Design result_streamer, sky130hd; sources not shown.
Figure 1. Metal layers overlaid.
Scale bar: 50 microns. Only two layers are drawn.
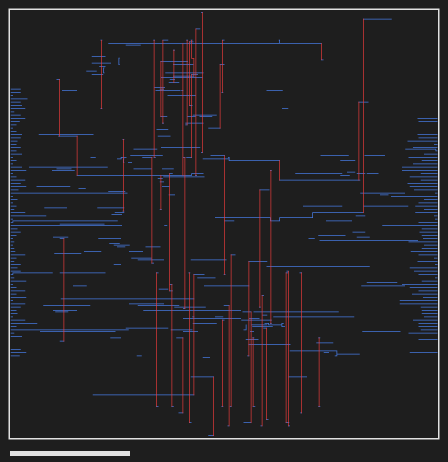
[red] metal 4 | wire length: 1,900 microns
[blue] metal 3 | wire length: 2,760 microns
via count: 13,380
GRT Util Overall: 0.266
Avg WL per Cell: 16.3 microns
final wirelength: 42.5 mm

Figure 2. Cells colored by class.
Scale bar: 50 microns.
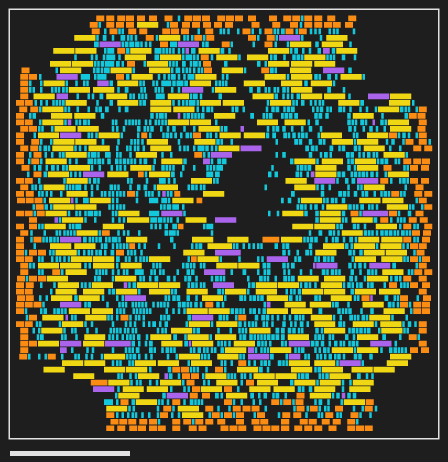
[orange] other buffers and delay cells | cells: 306 | share of their area: 17%
[cyan] combinational and other logic | cells: 1,561 | share of their area: 36%
[purple] clock drivers and dummy loads | cells: 58 | share of their area: 5.7%
[yellow] flops | cells: 292 | share of their area: 41%
FP Rows: 64
Core Region: 30,300 sq um

==> changes_impl.md <==
### Metrics

- Status: finished, final reports clean
- Total power: 3890 uW
- Post-CTS Repair Setup Buffers: 0
- GRT met2 Usage: 0.417
- CTS root buffer: clkbuf_16
- Crit. End Element: output port
- Commonest cells in the netlist: 838 x nand2_1, 292 x dfrtp_1, 214 x o21ai_0, 202 x inv_1, 118 x nand3_1
- First DRT Iteration DRCs: 1,370
- Detail Route met3 WL: 2.76 mm
- Global-route wire length before repair: 66.9 mm
- Largest net degree at the start of global routing: 260
- R2R cell count: 6
- Peak Freq: 184 MHz
- Number of fill cells in the layout: 2,666
- Total die area: 32,000 sq um
- Post-synth regs: 292
- IO Pins: 298
- GRT Max-Usage Layer: met2
- Chip Area, Yosys: 14,400 sq um
- Worst-margin pin slew: 1.11 ns
- Worst min-delay path category: register to register
==> layout make-up <==
class                   count  share of cell area
repair buffers            306               0.166
multi-input cells        1353               0.311
well taps                 396              0.0269
clock buffers              41              0.0458
clock inverters            17             0.00944
flip-flops and latches    292               0.397
inverters                 208              0.0433
==> kinds of logic (layout without fill, tap and decap cells) <==
family          Yosys count  count (layout)  share of synthesized area
buf+inv                 321             572                     0.0932
simple gates           1090            1090                      0.300
compound gates          255             255                     0.0928
xor+xnor                  6               6                    0.00366
flops                   292             292                      0.508
fa+ha+maj                 2               2                    0.00174
==> power breakdown <==
group / switching (uW) / internal [uW] / leakage, uW
clock: 523 / 736 / 0.000506
sequential: 53.1 / 1320 / 0.00310
combinational: 880 / 382 / 0.00546
Power figures rest on the tool's default switching activity, not on a simulated workload.
